**config.mk**
```make
export PLATFORM = sky130hd
export DESIGN_NAME = ir_nec_tx_flat
export DESIGN_NICKNAME = d
export VERILOG_FILES = /design/src/rtl/ir_nec_tx_pkg.sv /design/src/rtl/ir_nec_tx_if.sv /design/src/rtl/ir_nec_tx_carrier_gen.sv /design/src/rtl/ir_nec_tx.sv /design/src/flat_wrapper.sv
export SDC_FILE = /design/constraint.sdc
export NUM_CORES = 1
export LEC_CHECK = 0
export CORE_AREA = 2 2 152 154
export CTS_CLUSTER_DIAMETER = 40
export DETAILED_ROUTE_END_ITERATION = 10
export DIE_AREA = 0 0 154 156
export HOLD_SLACK_MARGIN = 0.1
export PLACE_DENSITY_LB_ADDON = 0.1
export SYNTH_ARGS = -nofsm -noshare
export SYNTH_HDL_FRONTEND = slang
export SYNTH_SLANG_ARGS = --single-unit
```
**constraint.sdc**
```tcl
create_clock -name Clk -period 5.11 [get_ports Clk]
set_clock_uncertainty 0.15 [all_clocks]
set_input_delay 1.022 -clock Clk [delete_from_list [all_inputs] [get_ports Clk]]
set_output_delay 1.022 -clock Clk [all_outputs]
set_load 0.01 [all_outputs]
```
**src/rtl/ir_nec_tx_pkg.sv**
```systemverilog
// Shared NEC frame definitions: FSM state encoding and protocol unit counts.
// The REP_* states exist only when IR_REPEAT_EN is defined.
package ir_pkg;

  typedef enum logic [3:0] {
    IDLE,
    LEAD_MARK,
    LEAD_SPACE,
    BIT_MARK,
    BIT_SPACE,
    STOP_MARK,
`ifdef IR_REPEAT_EN
    REP_MARK,
    REP_SPACE,
    REP_STOP,
`endif
    GAP
  } ir_state_e;

  localparam int LEAD_MARK_U  = 16;
  localparam int LEAD_SPACE_U = 8;
  localparam int REP_SPACE_U  = 4;
  localparam int ONE_SPACE_U  = 3;
  localparam int FRAME_U      = 192;

endpackage

```
**src/rtl/ir_nec_tx_if.sv**
```systemverilog
// Command byte valid/ready channel feeding the NEC transmitter FIFO.
interface ir_nec_tx_if;
  logic [7:0] CmdData;
  logic       CmdValid;
  logic       CmdReady;

  modport master (output CmdData, output CmdValid, input  CmdReady);
  modport slave  (input  CmdData, input  CmdValid, output CmdReady);
endinterface

```
**src/rtl/ir_nec_tx_carrier_gen.sv**
```systemverilog
// IR carrier generator. The carrier output is the value for the *next* cycle so
// the top can register IrSend alongside IrEnv; restart holds the phase at 0.
module ir_carrier_gen #(
  parameter int CLK_HZ     = 50000000,
  parameter int CARRIER_HZ = 38000,
  parameter int DUTY_PCT   = 33
) (
  input  logic Clk,
  input  logic Rst_n,
  input  logic restart,
  input  logic enable,
  output logic carrier
);

  localparam int CARR_DIV = CLK_HZ / CARRIER_HZ;
  localparam int CARR_HI  = CARR_DIV * DUTY_PCT / 100;
  localparam int CW       = (CARR_DIV > 1) ? $clog2(CARR_DIV) : 1;

  logic [CW-1:0] cnt;
  logic [CW-1:0] cnt_nxt;

  always_comb begin
    cnt_nxt = '0;
    if (enable && !restart && (int'(cnt) != CARR_DIV - 1))
      cnt_nxt = cnt + CW'(1);
  end

  assign carrier = enable && (int'(cnt_nxt) < CARR_HI);

  always_ff @(posedge Clk) begin
    if (!Rst_n) cnt <= '0;
    else        cnt <= cnt_nxt;
  end

endmodule

```
**src/rtl/ir_nec_tx.sv**
```systemverilog
// NEC infrared transmitter: command FIFO, frame sequencer and carrier gating.
// Optional key-held repeat frames are enabled with the IR_REPEAT_EN macro.
module ir_nec_tx
  import ir_pkg::*;
#(
  parameter int          CLK_HZ     = 50000000,
  parameter int          CARRIER_HZ = 38000,
  parameter int          DUTY_PCT   = 33,
  parameter logic [15:0] ADDR       = 16'h00FF,
  parameter int          ADDR_MODE  = 0,
  parameter int          FIFO_DEPTH = 4
) (
  input  logic       Clk,
  input  logic       Rst_n,
  ir_nec_tx_if.slave cmd,
  input  logic       Hold,
  output logic       Busy,
  output logic       IrEnv,
  output logic       IrSend
);

  localparam int T_UNIT = CLK_HZ * 9 / 16000;
  localparam int UW     = (T_UNIT > 1) ? $clog2(T_UNIT) : 1;
  localparam int AW     = $clog2(FIFO_DEPTH);
  localparam logic [7:0] ADDR_LO = ADDR[7:0];
  localparam logic [7:0] ADDR_HI = (ADDR_MODE != 0) ? ADDR[15:8] : ~ADDR[7:0];

  ir_state_e     state;
  logic [UW-1:0] unit_cnt;
  logic [4:0]    seg_cnt;
  logic [7:0]    frame_u;
  logic [4:0]    bit_idx;
  logic [31:0]   shreg;

  logic [7:0]    mem [FIFO_DEPTH];
  logic [AW-1:0] wr_ptr, rd_ptr;
  logic [AW:0]   count;
  logic          push, pop, fifo_ne, gap_end, carrier;
  logic [7:0]    head;

  assign fifo_ne      = (count != '0);
  assign cmd.CmdReady = (count != (AW+1)'(FIFO_DEPTH));
  assign push         = cmd.CmdValid && cmd.CmdReady;
  assign gap_end      = (state == GAP) && (unit_cnt == '0) && (frame_u == 8'(FRAME_U - 1));
  assign pop          = fifo_ne && ((state == IDLE) || gap_end);
  assign head         = mem[rd_ptr];
  assign Busy         = (state != IDLE) || fifo_ne;

`ifndef IR_REPEAT_EN
  logic unused_hold;
  assign unused_hold = Hold;
`endif

  always_ff @(posedge Clk) begin
    if (push) mem[wr_ptr] <= cmd.CmdData;
  end

  always_ff @(posedge Clk) begin
    if (!Rst_n) begin
      wr_ptr <= '0;
      rd_ptr <= '0;
      count  <= '0;
    end else begin
      if (push) wr_ptr <= wr_ptr + AW'(1);
      if (pop)  rd_ptr <= rd_ptr + AW'(1);
      case ({push, pop})
        2'b10:   count <= count + (AW+1)'(1);
        2'b01:   count <= count - (AW+1)'(1);
        default: count <= count;
      endcase
    end
  end

  // Carrier phase is held at zero through every space so each mark starts high.
  ir_carrier_gen #(
    .CLK_HZ     (CLK_HZ),
    .CARRIER_HZ (CARRIER_HZ),
    .DUTY_PCT   (DUTY_PCT)
  ) u_carrier (
    .Clk     (Clk),
    .Rst_n   (Rst_n),
    .restart (!IrEnv),
    .enable  (Busy),
    .carrier (carrier)
  );

  always_ff @(posedge Clk) begin
    if (!Rst_n) begin
      state    <= IDLE;
      unit_cnt <= '0;
      seg_cnt  <= '0;
      frame_u  <= '0;
      bit_idx  <= '0;
      shreg    <= '0;
      IrEnv    <= 1'b0;
      IrSend   <= 1'b0;
    end else begin
      IrSend <= IrEnv && carrier;
      if (pop) begin
        state    <= LEAD_MARK;
        shreg    <= {~head, head, ADDR_HI, ADDR_LO};
        seg_cnt  <= 5'(LEAD_MARK_U - 1);
        unit_cnt <= UW'(T_UNIT - 1);
        frame_u  <= '0;
        bit_idx  <= '0;
        IrEnv    <= 1'b1;
        IrSend   <= carrier;
      end else if (state == IDLE) begin
        IrEnv <= 1'b0;
      end else if (unit_cnt != '0) begin
        unit_cnt <= unit_cnt - UW'(1);
      end else begin
        unit_cnt <= UW'(T_UNIT - 1);
        frame_u  <= frame_u + 8'd1;
        if (state == GAP) begin
          if (frame_u == 8'(FRAME_U - 1)) begin
            frame_u <= '0;
`ifdef IR_REPEAT_EN
            if (Hold) begin
              state   <= REP_MARK;
              seg_cnt <= 5'(LEAD_MARK_U - 1);
              IrEnv   <= 1'b1;
              IrSend  <= carrier;
            end else
`endif
              state <= IDLE;
          end
        end else if (seg_cnt != '0) begin
          seg_cnt <= seg_cnt - 5'd1;
        end else begin
          case (state)
            LEAD_MARK: begin
              state   <= LEAD_SPACE;
              seg_cnt <= 5'(LEAD_SPACE_U - 1);
              IrEnv   <= 1'b0;
              IrSend  <= 1'b0;
            end
            LEAD_SPACE: begin
              state  <= BIT_MARK;
              IrEnv  <= 1'b1;
              IrSend <= carrier;
            end
            BIT_MARK: begin
              state   <= BIT_SPACE;
              seg_cnt <= shreg[0] ? 5'(ONE_SPACE_U - 1) : 5'd0;
              IrEnv   <= 1'b0;
              IrSend  <= 1'b0;
            end
            BIT_SPACE: begin
              state  <= (bit_idx == 5'd31) ? STOP_MARK : BIT_MARK;
              shreg  <= shreg >> 1;
              bit_idx <= bit_idx + 5'd1;
              IrEnv  <= 1'b1;
              IrSend <= carrier;
            end
`ifdef IR_REPEAT_EN
            REP_MARK: begin
              state   <= REP_SPACE;
              seg_cnt <= 5'(REP_SPACE_U - 1);
              IrEnv   <= 1'b0;
              IrSend  <= 1'b0;
            end
            REP_SPACE: begin
              state  <= REP_STOP;
              IrEnv  <= 1'b1;
              IrSend <= carrier;
            end
            REP_STOP: begin
              state  <= GAP;
              IrEnv  <= 1'b0;
              IrSend <= 1'b0;
            end
`endif
            STOP_MARK: begin
              state  <= GAP;
              IrEnv  <= 1'b0;
              IrSend <= 1'b0;
            end
            default: begin
              state  <= IDLE;
              IrEnv  <= 1'b0;
              IrSend <= 1'b0;
            end
          endcase
        end
      end
    end
  end

endmodule

```
**src/flat_wrapper.sv**
```systemverilog
// flat-port wrapper written by rule: the top's interface ports become plain ports
module ir_nec_tx_flat import ir_pkg::*;
#(
  parameter int          CLK_HZ     = 50000000,
  parameter int          CARRIER_HZ = 38000,
  parameter int          DUTY_PCT   = 33,
  parameter logic [15:0] ADDR       = 16'h00FF,
  parameter int          ADDR_MODE  = 0,
  parameter int          FIFO_DEPTH = 4
)
  (Clk, Rst_n, Hold, Busy, IrEnv, IrSend, cmd_CmdData, cmd_CmdValid, cmd_CmdReady);
  ir_nec_tx_if cmd_i ();
  input  logic Clk;
  input  logic Rst_n;
  input  logic Hold;
  output logic Busy;
  output logic IrEnv;
  output logic IrSend;
  input wire logic [$bits(cmd_i.CmdData)-1:0] cmd_CmdData;
  input wire logic [$bits(cmd_i.CmdValid)-1:0] cmd_CmdValid;
  output wire logic [$bits(cmd_i.CmdReady)-1:0] cmd_CmdReady;
  assign cmd_i.CmdData = cmd_CmdData;
  assign cmd_i.CmdValid = cmd_CmdValid;
  assign cmd_CmdReady = cmd_i.CmdReady;
  ir_nec_tx #(.CLK_HZ(CLK_HZ), .CARRIER_HZ(CARRIER_HZ), .DUTY_PCT(DUTY_PCT), .ADDR(ADDR), .ADDR_MODE(ADDR_MODE), .FIFO_DEPTH(FIFO_DEPTH)) u_core (.Clk(Clk), .Rst_n(Rst_n), .cmd(cmd_i), .Hold(Hold), .Busy(Busy), .IrEnv(IrEnv), .IrSend(IrSend));
endmodule
```
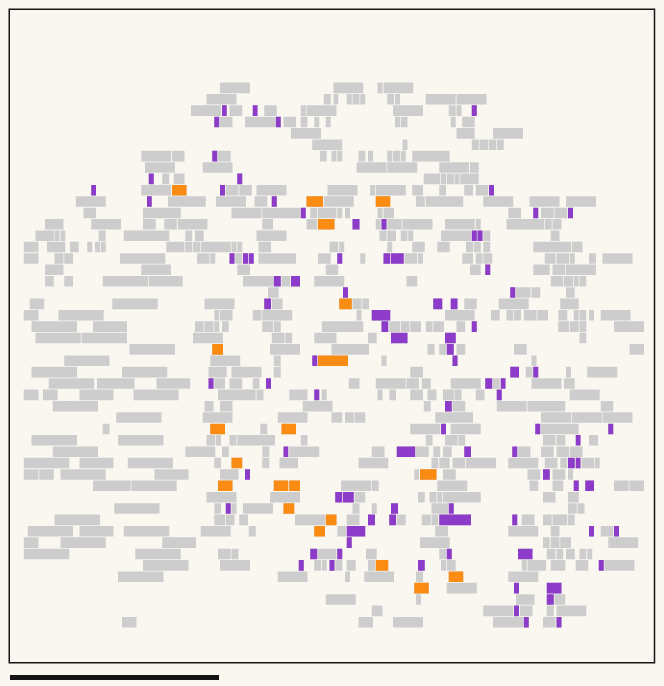
Run 1: gate-type map
The bar under the picture is 50 µm long.
color	family	cells
purple	NOR gates	92
orange	AND-OR and OR-AND gates	20
logic share of the area: 40.6%
most numerous logic cell after layout: dfxtp_1

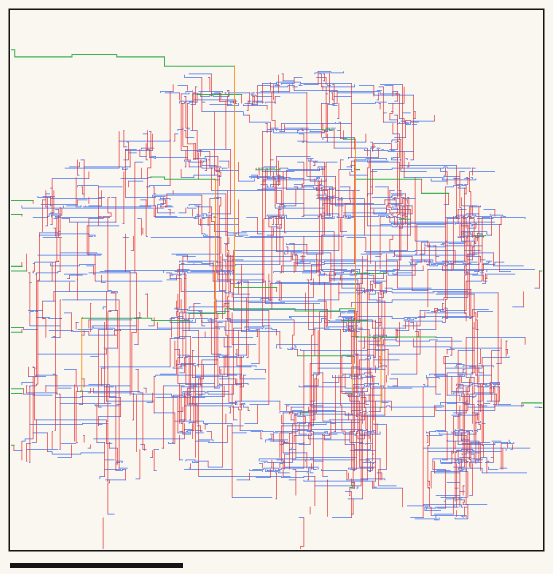
Run 1: metal layers overlaid
The bar under the picture is 50 µm long.
color	layer	wire length
blue	met1	6770 µm
orange	met4	212 µm
red	met2	6440 µm
green	met3	344 µm
WL/cell: 15.6 µm
GRT Overall Usage: 12.2%
via count: 4356

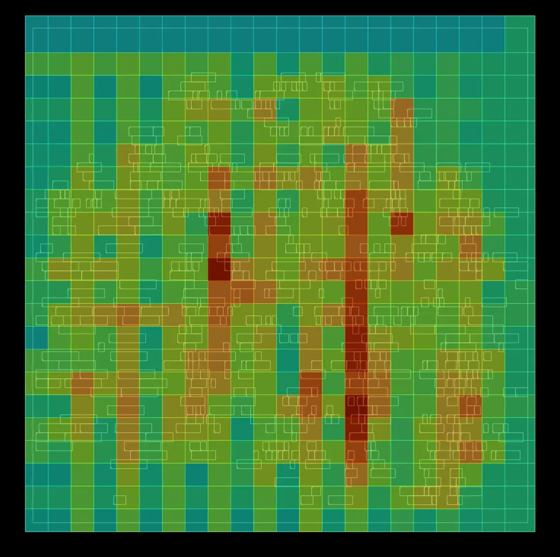
Run 1: congestion heat map
Global Route met2 Usage: 19.6%
met1 Track Usage GR: 15.6%
GR Layer Usage met3: 3.06%
most utilized layer in the global route result: met2
Finished Core Util: 29.8%

==> results_slide.txt, run 1 <==
Implementation Results

STA
  – Minimum clock period after layout: between 3 and 4 ns
  – Worst slew pin tran: ~0.94 ns
  – Endpoints failing setup: 0
  – Fin. max-slew vios: 0
  – Tcrit/Tclk final: 75.4%
  – Setup TNS Final: 0 ns
  – Slew headroom: 36.8%
  – RSZ-0062 raised after global routing: no
  – Final number of hold-violating endpoints: 0
  – Fmax: between 200 and 300 MHz

Worst setup path
  – CP max stage delay: 0.71 ns
  – Crit Path Class: reg2out
  – Worst reg2reg path depth: 12
  – Critical Path AT: 2.68 ns
  – RR Endpoint: u_core.count[2]$_SDFFE_PN0P_
  – CP top delay family: buffers and inverters
  – CP bufs+invs: 2
  – Number of cells on the critical path: 4
  – Worst setup EP type: output pin
  – Type of origin of the critical path: flip-flop
  – R2R setup slack: 1.56 ns

Pwr
  – Net Switching: 1.43 mW
  – Leak Pwr: 2.24 nW
  – Pwr per Cell Area: roughly 560 mW/mm²
  – Clock share of power: 30.6%
  – Switching Share: a little under two fifths
  – Flop pwr share: 35.9%
  – Internal power: around 2.3 mW

Clock network
  – CTS max path bufs: 2
  – Clk root buf: clkbuf_16
  – Clock transition at path regs: approximately 0.06 ns
  – CTS Sinks: 122
  – CTS resizes: 0
  – Num CTS Buffers: 17
  – CTS tree: yes
  – Clk latency late pin: 0.43 ns
  – CTS H-tree depth: 4

Hold path
  – Hold Path Origin: u_core.shreg[13]$_SDFFE_PP0P_
  – HP Class: reg2reg

Route
  – Met3 WL: 344 µm
  – WL final: 13.8 mm
  – DR top layer: met4
  – Starting DRT DRC Count: between 200 and 300
  – Routed length on met2: 6.44 mm
  – Remaining DRCs: 0
  – Post-route ant nets: 0
  – DR pass1 iterations: 4

Run status
  – Outcome: finished clean

Flow run
  – Tool warning count: 31
  – Max_cap viols: 0

Synthesis
  – Area leader, netlist: dfxtp_1
  – Cells in synth_stat.txt: about 570
  – Synth area leaders: dfxtp_1 32%, edfxtp_1 17%, a21oi_1 4.7%
  – Synth Register Bits: 122
  – Mapped Cells: about 570
  – Most used DFF post-synth: dfxtp_1
  – Syn avg cell area: between 9 and 10 µm²
  – Flip-flops with a built-in enable: 32
  – Distinct lib cells: 75
  – Mapped Nets: 599
  – Ys Warns: 0
  – Ys async rst share: 0%
  – Max-area cell share: 31.6%
  – Seq/Total Area, Yosys: just under 50%

Layout
  – Final #Nets: 608
  – Fraction of layout cells with a size suffix above 1: 12.4%
  – Ant diodes: 0
  – Fin cells: 881

Die
  – Io pins: 16
  – Die Ht: 156 µm
  – Row cnt: 55
  – Die width: about 150 µm
  – Placeable core area: 0.0224 mm²
  – Die area: 0.0240 mm²

Placed design
  – Gpl congestion: about 0.74
  – Post-DP HPWL: 9.00 mm
  – I/O Buffers: 14

Global routing
  – Number of global-route vias before repair: 4203
  – Largest net degree at the start of global routing: 30
  – Initial antenna violation count: 0
  – Global-route wire length before repair: around 23 mm
run 1: kinds of logic (layout without fill, tap and decap cells):
family,after synthesis,in the layout,synth area share (%)
AND/OR/NAND/NOR,211,211,19.6
adder cells (fa/ha/maj),13,13,2.98
multiplexers,9,9,3.33
flip-flops,122,122,48.4
buffers and inverters,54,76,4.28
XOR/XNOR,21,21,3.22
AND-OR/OR-AND,144,144,18.1
run 1: placed cells by master (no fill, tap or decap), types with 4 or more instances in the layout:
| master | count |
|---|---|
| dfxtp_1 | 90 |
| nor2_1 | 59 |
| a21oi_1 | 54 |
| nand2_1 | 41 |
| edfxtp_1 | 32 |
| inv_1 | 20 |
| nor3_1 | 19 |
| clkbuf_16 | 17 |
| nand3_1 | 15 |
| nand4_1 | 14 |
| clkdlybuf4s50_1 | 14 |
| ha_1 | 12 |
| xnor2_1 | 11 |
| and3_1 | 10 |
| or3_1 | 10 |
| xor2_1 | 10 |
| o21ai_0 | 9 |
| mux4_2 | 8 |
| a221oi_1 | 8 |
| buf_4 | 8 |
| a31oi_1 | 7 |
| o211ai_1 | 6 |
| inv_6 | 6 |
| a311oi_1 | 5 |
| nand2b_1 | 5 |
| and4_1 | 4 |
| and2_1 | 4 |
| nand3b_1 | 4 |
| o21ai_1 | 4 |
| o31ai_1 | 4 |
| nor4_1 | 4 |
| a21oi_2 | 4 |
| a21o_1 | 4 |
| a32o_1 | 4 |
| a211oi_2 | 4 |
run 1: final cells by class:
type | count | area, µm²
Fill cell | 2342 | 15700
Sequential cell | 122 | 2760
Multi-Input combinational cell | 398 | 2700
Clock buffer | 17 | 425
Tap cell | 285 | 357
Timing Repair Buffer | 22 | 200
Clock inverter | 15 | 130
Inverter | 22 | 82.6
run 1: per-stage QoR:
step / hold slack, ns / instance area (µm²) / utilization, % / setup WS, ns
floorplan: 0.267 / 5700 / - / 2.01
global placement: 0.286 / 6110 / 27.3 / 1.64
detailed placement: 0.294 / 6110 / 27.3 / 1.60
CTS: 0.303 / 6660 / 29.8 / 1.24
global route: 0.321 / 6660 / 29.8 / 1.13
finish: 0.301 / 6660 / 29.8 / 1.26
run 1: state kept, by name (all words and copies together), names as in the netlist, named ones only:
register	cells
u_core.seg_cnt	5
u_core.u_carrier.cnt	11
u_core.IrSend	1
u_core.bit_idx	5
u_core.count	3
u_core.rd_ptr	2
u_core.mem	32
u_core.state	3
u_core.unit_cnt	15
u_core.shreg	32
u_core.IrEnv	1
u_core.frame_u	8
u_core.wr_ptr	2
run 1: synth_stat cells, types with 6 or more instances:
master,n
or3_1,10
xor2_1,10
o21ai_0,9
a31oi_1,7
a21oi_1,54
a221oi_1,8
mux4_2,8
and3_1,10
nand3_1,15
dfxtp_1,90
inv_1,20
nand2_1,41
xnor2_1,11
nand4_1,14
nor2_1,59
buf_2,12
ha_1,12
nor3_1,19
o211ai_1,6
clkbuf_1,15
edfxtp_1,32
run 1: power groups by stage:
stage / clock [mW] / combinational [mW] / sequential [mW]
after global routing: 1.22 / 1.39 / 1.37
after global placement: 0 / 1.24 / 1.36
after floorplan: 0 / 0.973 / 1.30
final: 1.14 / 1.25 / 1.34
after detailed placement: 0 / 1.25 / 1.37
after CTS: 1.18 / 1.26 / 1.35
Run 1, clock wires, drivers and flops:
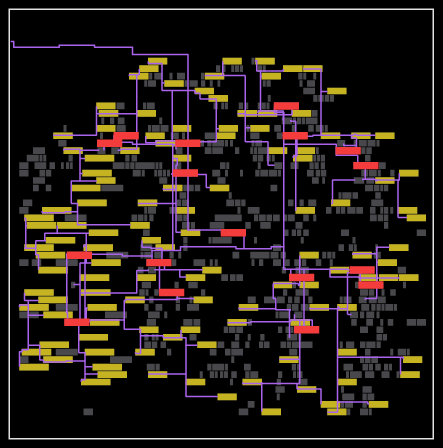

--- run 2 (diff from run 1) ---
==> constraint.sdc (replaced) <==
create_clock -name Clk -period 3.3 [get_ports Clk]
set_clock_uncertainty 0.15 [all_clocks]
set_input_delay 0.66 -clock Clk [delete_from_list [all_inputs] [get_ports Clk]]
set_output_delay 0.66 -clock Clk [all_outputs]
set_load 0.01 [all_outputs]
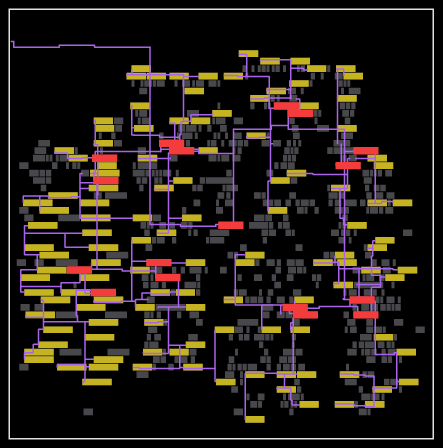
Run 2: clock wires, drivers and flops
[yellow] flip-flops | count: 122
[purple] clock wires | length: 1890 µm
[red] cells driving clock nets | count: 17
flops lie	all over the die
clock share of power: 31.2%
P_clk: 1.86 mW
clk latency late pin: 0.42 ns

==> run 2 against run 1 <==
  * Sequential share of layout area decreased by 0.94 points
  * Total power increased by 60%
  * Global-route usage about the same
  * Critical path depth unchanged
  * Synthesized cell count unchanged
==> results_slide.txt, run 2 <==
Implementation Results

Run status
  – Outcome: finished clean (unchanged)

Pwr
  – Internal power: 3.78 mW (was 2.30 mW)
  – Leak Pwr: 2.33 nW (was 2.24 nW)

Synthesis
  – Synth Register Bits: 122 (unchanged)
  – Seq/Total Area, Yosys: 48.4% (unchanged)
  – Mapped Cells: 574 (unchanged)
  – Area leader, netlist: dfxtp_1 (unchanged)
  – Syn avg cell area: 9.94 µm² (unchanged)
  – Distinct lib cells: 75 (unchanged)
  – Mapped Nets: 599 (unchanged)

STA
  – Final number of hold-violating endpoints: 0 (unchanged)
  – RSZ-0062 raised after global routing: no (unchanged)
  – Setup TNS Final: 0 ns (unchanged)

Route
  – Post-route ant nets: 0 (unchanged)
  – WL final: 13.8 mm (about the same)
  – WL/cell: 15.4 µm (was 15.6 µm)
  – DR pass1 iterations: 4 (unchanged)

Placed design
  – Post-DP HPWL: 9.38 mm (was 9.00 mm)
  – Gpl congestion: 0.730 (was 0.736)
  – I/O Buffers: 14 (unchanged)
  – Placed instance area: 0.00622 mm² (was 0.00611 mm²)
  – Dpl ws: 0.370 ns (was 1.60 ns)

Die
  – Row cnt: 55 (unchanged)
  – Die Ht: 156 µm (unchanged)

Global routing
  – Initial antenna violation count: 0 (unchanged)
  – Global-route wire length before repair: 22.8 mm (about the same)
  – Number of global-route vias before repair: 4336 (was 4203)

Worst setup path
  – CP top delay family: simple AND/OR/NAND/NOR gates (was buffers and inverters)
  – Type of origin of the critical path: flip-flop (unchanged)
  – Worst setup EP type: output pin (unchanged)

Layout
  – Regs by FF count: u_core.mem (32), u_core.shreg (32), u_core.unit_cnt (15) (unchanged)
  – Ant diodes: 0 (unchanged)

Clock network
  – CTS H-tree depth: 4 (unchanged)
  – CTS resizes: 0 (unchanged)

Flow run
  – Tool warning count: 31 (unchanged)
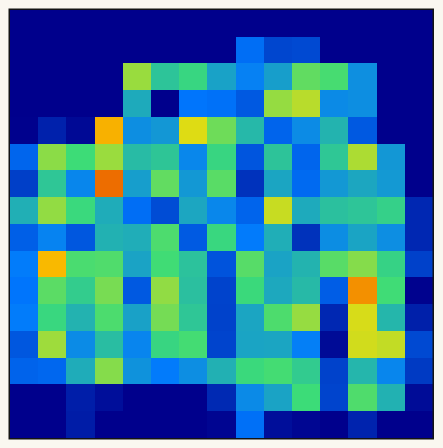
Run 2: placement density heat map
15 x 16 tiles, from dark blue (low) to red (high), 0 to 100% covered.
nearly empty tiles	26%
mean over tiles	27%
fullest tile	88%
densest ninth of the die	left middle
emptiest ninth of the die	top left
Finished Core Util: 30.5%
placeable core area: 0.0224 mm²
Starting Density: 25.5%

run 2: cell counts after synthesis:
No cell type changed its count.
run 2: worst register-to-register path, delay by kind of cell, from the launching register on:
family,cells,cell delay (ns)
buffers and inverters,2,0.23
adder cells (fa/ha/maj),3,0.88
AND-OR/OR-AND,3,0.50
AND/OR/NAND/NOR,2,0.53
XOR/XNOR,1,0.16
flip-flops,1,0.41
run 2: kinds of logic (layout without fill, tap and decap cells):
group	count (synthesis)	count (layout)	share of synthesized area (%)
buffers and inverters	54	90	4.28
DFF	122	122	48.4
muxes	9	9	3.33
xor gates and xnor gates	21	21	3.22
and+or+nand+nor	211	211	19.6
adders and majority gates	13	13	2.98
AOI/OAI and AO/OA	144	144	18.1
run 2: cell type report:
class | instances | area (µm²)
inverter | 22 | 82.6
clock buffer | 17 | 425
sequential | 122 | 2760
fill | 2309 | 15500
clock inverter | 15 | 168
timing repair buffer | 36 | 318
multi-input combinational | 398 | 2700
tap | 285 | 357
run 2: power groups by stage:
stage / Clock, mW / Combinational (mW) / Sequential [mW]
3_5_place_dp: 0 / 2.03 / 2.12
6_report: 1.86 / 2.02 / 2.08
4_1_cts: 1.91 / 2.05 / 2.09
3_3_place_gp: 0 / 2.01 / 2.11
2_1_floorplan: 0 / 1.51 / 2.02
5_1_grt: 1.99 / 2.25 / 2.13
run 2: final timing paths:
path	from	to	slack, ns	cells past startpoint
worst max-delay path	u_core.state[0]$_SDFFE_PN0P_	Busy	0.22	4
worst min-delay path	u_core.shreg[13]$_SDFFE_PP0P_	u_core.shreg[13]$_SDFFE_PP0P_	0.30	2
worst max register to register	u_core.frame_u[0]$_SDFFE_PP0P_	u_core.count[2]$_SDFFE_PN0P_	0.36	11
worst min register to register	u_core.shreg[13]$_SDFFE_PP0P_	u_core.shreg[13]$_SDFFE_PP0P_	0.30	2
run 2: per-stage QoR:
| stage | std cells | total power [mW] |
|---|---|---|
| after floorplan | 574 | 3.53 |
| after global placement | 863 | 4.12 |
| after detailed placement | 863 | 4.15 |
| after CTS | 895 | 6.05 |
| after global routing | 895 | 6.37 |
| final | 895 | 5.96 |
run 2: routing by layer:
| layer | up-vias | GRT usage [%] | part of all wire [%] |
|---|---|---|---|
| met5 | - | 0 | 0 |
| met4 | 0 | 4.85 | 1.6 |
| met3 | 13 | 3.03 | 2.4 |
| met2 | 54 | 20.0 | 48 |
| met1 | 2141 | 15.2 | 48 |
| li1 | 2188 | - | - |
--- run 3 (diff from run 2) ---
--- a/config.mk
+++ b/config.mk
@@ -11,6 +11,7 @@
 export DIE_AREA = 0 0 154 156
 export HOLD_SLACK_MARGIN = 0.1
 export PLACE_DENSITY_LB_ADDON = 0.1
+export SLEW_MARGIN = 5
 export SYNTH_ARGS = -nofsm -noshare
 export SYNTH_HDL_FRONTEND = slang
 export SYNTH_SLANG_ARGS = --single-unit
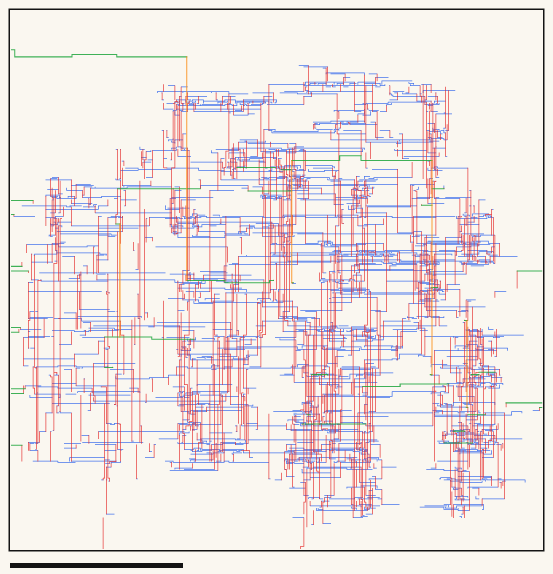
Run 3: metal layers overlaid
The bar under the picture is 50 µm long.
color	layer	wire length
green	met3	334 µm
blue	met1	6590 µm
orange	met4	220 µm
red	met2	6640 µm
via count: 4396
WL final: 13.8 mm
GRT Overall Usage: 12.1%

==> run 3 against run 2 <==
  * Setup slack did not move
  * Die area did not move
  * Sequential share of layout area did not move
  * Critical path type unchanged
  * Critical endpoint unchanged
  * Largest power group unchanged
==> results_slide.txt, run 3 <==
Implementation Results

Placed design
  – Post-DP HPWL: 9.38 mm (unchanged)
  – Gpl congestion: 0.730 (unchanged)

Synthesis
  – Area leader, netlist: dfxtp_1 (unchanged)
  – Ys Warns: 0 (unchanged)
  – Flip-flops with a built-in enable: 32 (unchanged)
  – Mapped Nets: 599 (unchanged)
  – Synth Register Bits: 122 (unchanged)
  – Syn avg cell area: 9.94 µm² (unchanged)
  – Max-area cell share: 31.6% (unchanged)
  – Ys async rst share: 0% (unchanged)
  – Distinct lib cells: 75 (unchanged)
  – Count leader, synth: dfxtp_1 (unchanged)

Route
  – WL/cell: 15.4 µm (unchanged)
  – Routed length on met2: 6.64 mm (unchanged)
  – DR pass1 iterations: 4 (unchanged)
  – Post-route ant nets: 0 (unchanged)
  – Remaining DRCs: 0 (unchanged)
  – Met3 WL: 334 µm (unchanged)

Die
  – Placeable core area: 0.0224 mm² (unchanged)
  – Io pins: 16 (unchanged)
  – Die width: 154 µm (unchanged)
  – Row cnt: 55 (unchanged)
  – Die Ht: 156 µm (unchanged)

STA
  – Minimum clock period after layout: 3.08 ns (unchanged)
  – Tcrit/Tclk final: 93.5% (unchanged)
  – Worst slew pin tran: 0.830 ns (unchanged)
  – Slew headroom: 44.2% (unchanged)
  – Endpoints failing setup: 0 (unchanged)
  – Fmax: 324 MHz (unchanged)
  – Setup TNS Final: 0 ns (unchanged)

Flow run
  – Tool warning count: 31 (unchanged)
  – Max_cap viols: 0 (unchanged)

Clock network
  – Clock transition at path regs: 0.06 ns (about the same)
  – CTS tree: yes (unchanged)
  – CTS H-tree depth: 4 (unchanged)
  – CTS resizes: 0 (unchanged)
  – CTS max path bufs: 2 (unchanged)

Run status
  – Outcome: finished clean (unchanged)

Layout
  – Finished Core Util: 30.5% (unchanged)
  – Ant diodes: 0 (unchanged)
  – Regs by FF count: u_core.mem (32), u_core.shreg (32), u_core.unit_cnt (15) (unchanged)
  – Fraction of layout cells with a size suffix above 1: 14.3% (unchanged)
  – Most numerous logic cell after layout: dfxtp_1 (unchanged)

Global routing
  – Initial antenna violation count: 0 (unchanged)
  – Largest net degree at the start of global routing: 31 (unchanged)

Worst setup path
  – Critical Path AT: 2.27 ns (about the same)
  – Type of origin of the critical path: flip-flop (unchanged)

Pwr
  – Leak Pwr: 2.33 nW (unchanged)

Hold path
  – HP Class: reg2reg (unchanged)
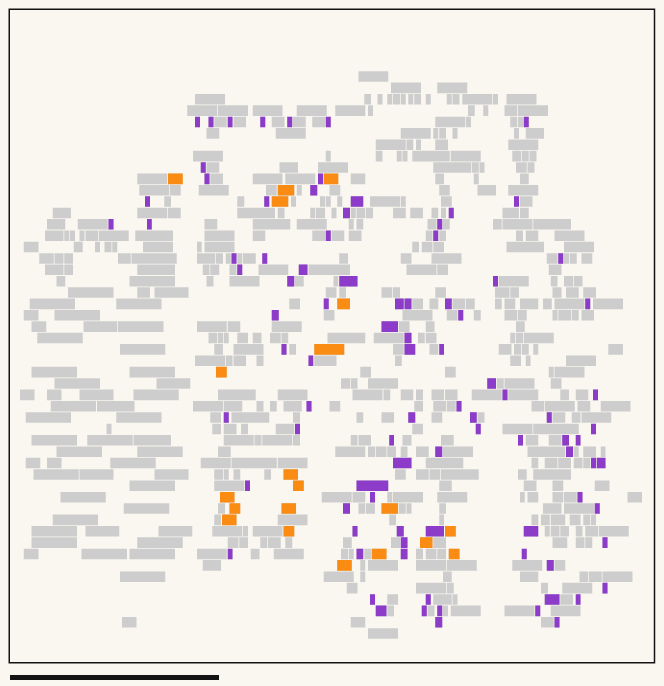
Run 3: gate-type map
The bar under the picture is 50 µm long.
color	family	cells
orange	AND-OR and OR-AND gates	20
purple	NOR gates	92
fin cells: 895
logic share of the area: 39.7%

## run 3: cell counts in the layout (fill, tap and decap cells not counted)
Identical to the previous run, type by type.
## run 3: power breakdown
part | switching, mW | internal [mW]
Sequential | 0.255 | 1.83
Clock | 0.738 | 1.12
Combinational | 1.19 | 0.830
## run 3: final cells by class
| cell class | count | area (µm²) |
|---|---|---|
| well taps | 285 | 357 |
| flip-flops and latches | 122 | 2760 |
| repair buffers | 36 | 318 |
| clock inverters | 15 | 168 |
| fillers | 2309 | 15500 |
| clock buffers | 17 | 425 |
| multi-input cells | 398 | 2700 |
| inverters | 22 | 82.6 |
## run 3: layer usage
metal | global-route usage [%] | up-vias
met3 | 3.03 | 13
met5 | 0 | -
met4 | 4.85 | 0
li1 | - | 2188
met1 | 15.2 | 2141
met2 | 20.0 | 54
## run 3: logic make-up (layout without fill, tap and decap cells)
kind of cell	Yosys count	in the layout	share of synthesized area [%]
compound gates	144	144	18.1
xor+xnor	21	21	3.22
simple gates	211	211	19.6
fa+ha+maj	13	13	2.98
flops	122	122	48.4
mux	9	9	3.33
buf+inv	54	90	4.28
## run 3: critical path, cell delays in order, from the launching register on
cell and delay [ns]:
dfxtp_1 0.49, or3_1 0.50, nor2_4 0.31, inv_2 0.08, clkdlybuf4s50_1 0.48
## run 3: through the flow
| step | std cells | worst slack [ns] | instance area, µm² |
|---|---|---|---|
| floorplan | 574 | 0.197 | 5700 |
| global placement | 863 | 0.398 | 6220 |
| detailed placement | 863 | 0.370 | 6220 |
| CTS | 895 | 0.188 | 6820 |
| global route | 895 | 0.102 | 6820 |
| finish | 895 | 0.216 | 6820 |
## run 3: final timing paths
kind | startpoint | to | cells after the start
max | u_core.state[0]$_SDFFE_PN0P_ | Busy | 4
min reg2reg | u_core.shreg[13]$_SDFFE_PP0P_ | u_core.shreg[13]$_SDFFE_PP0P_ | 2
max reg2reg | u_core.frame_u[0]$_SDFFE_PP0P_ | u_core.count[2]$_SDFFE_PN0P_ | 11
min | u_core.shreg[13]$_SDFFE_PP0P_ | u_core.shreg[13]$_SDFFE_PP0P_ | 2
Power is estimated from default activity; no workload was simulated.
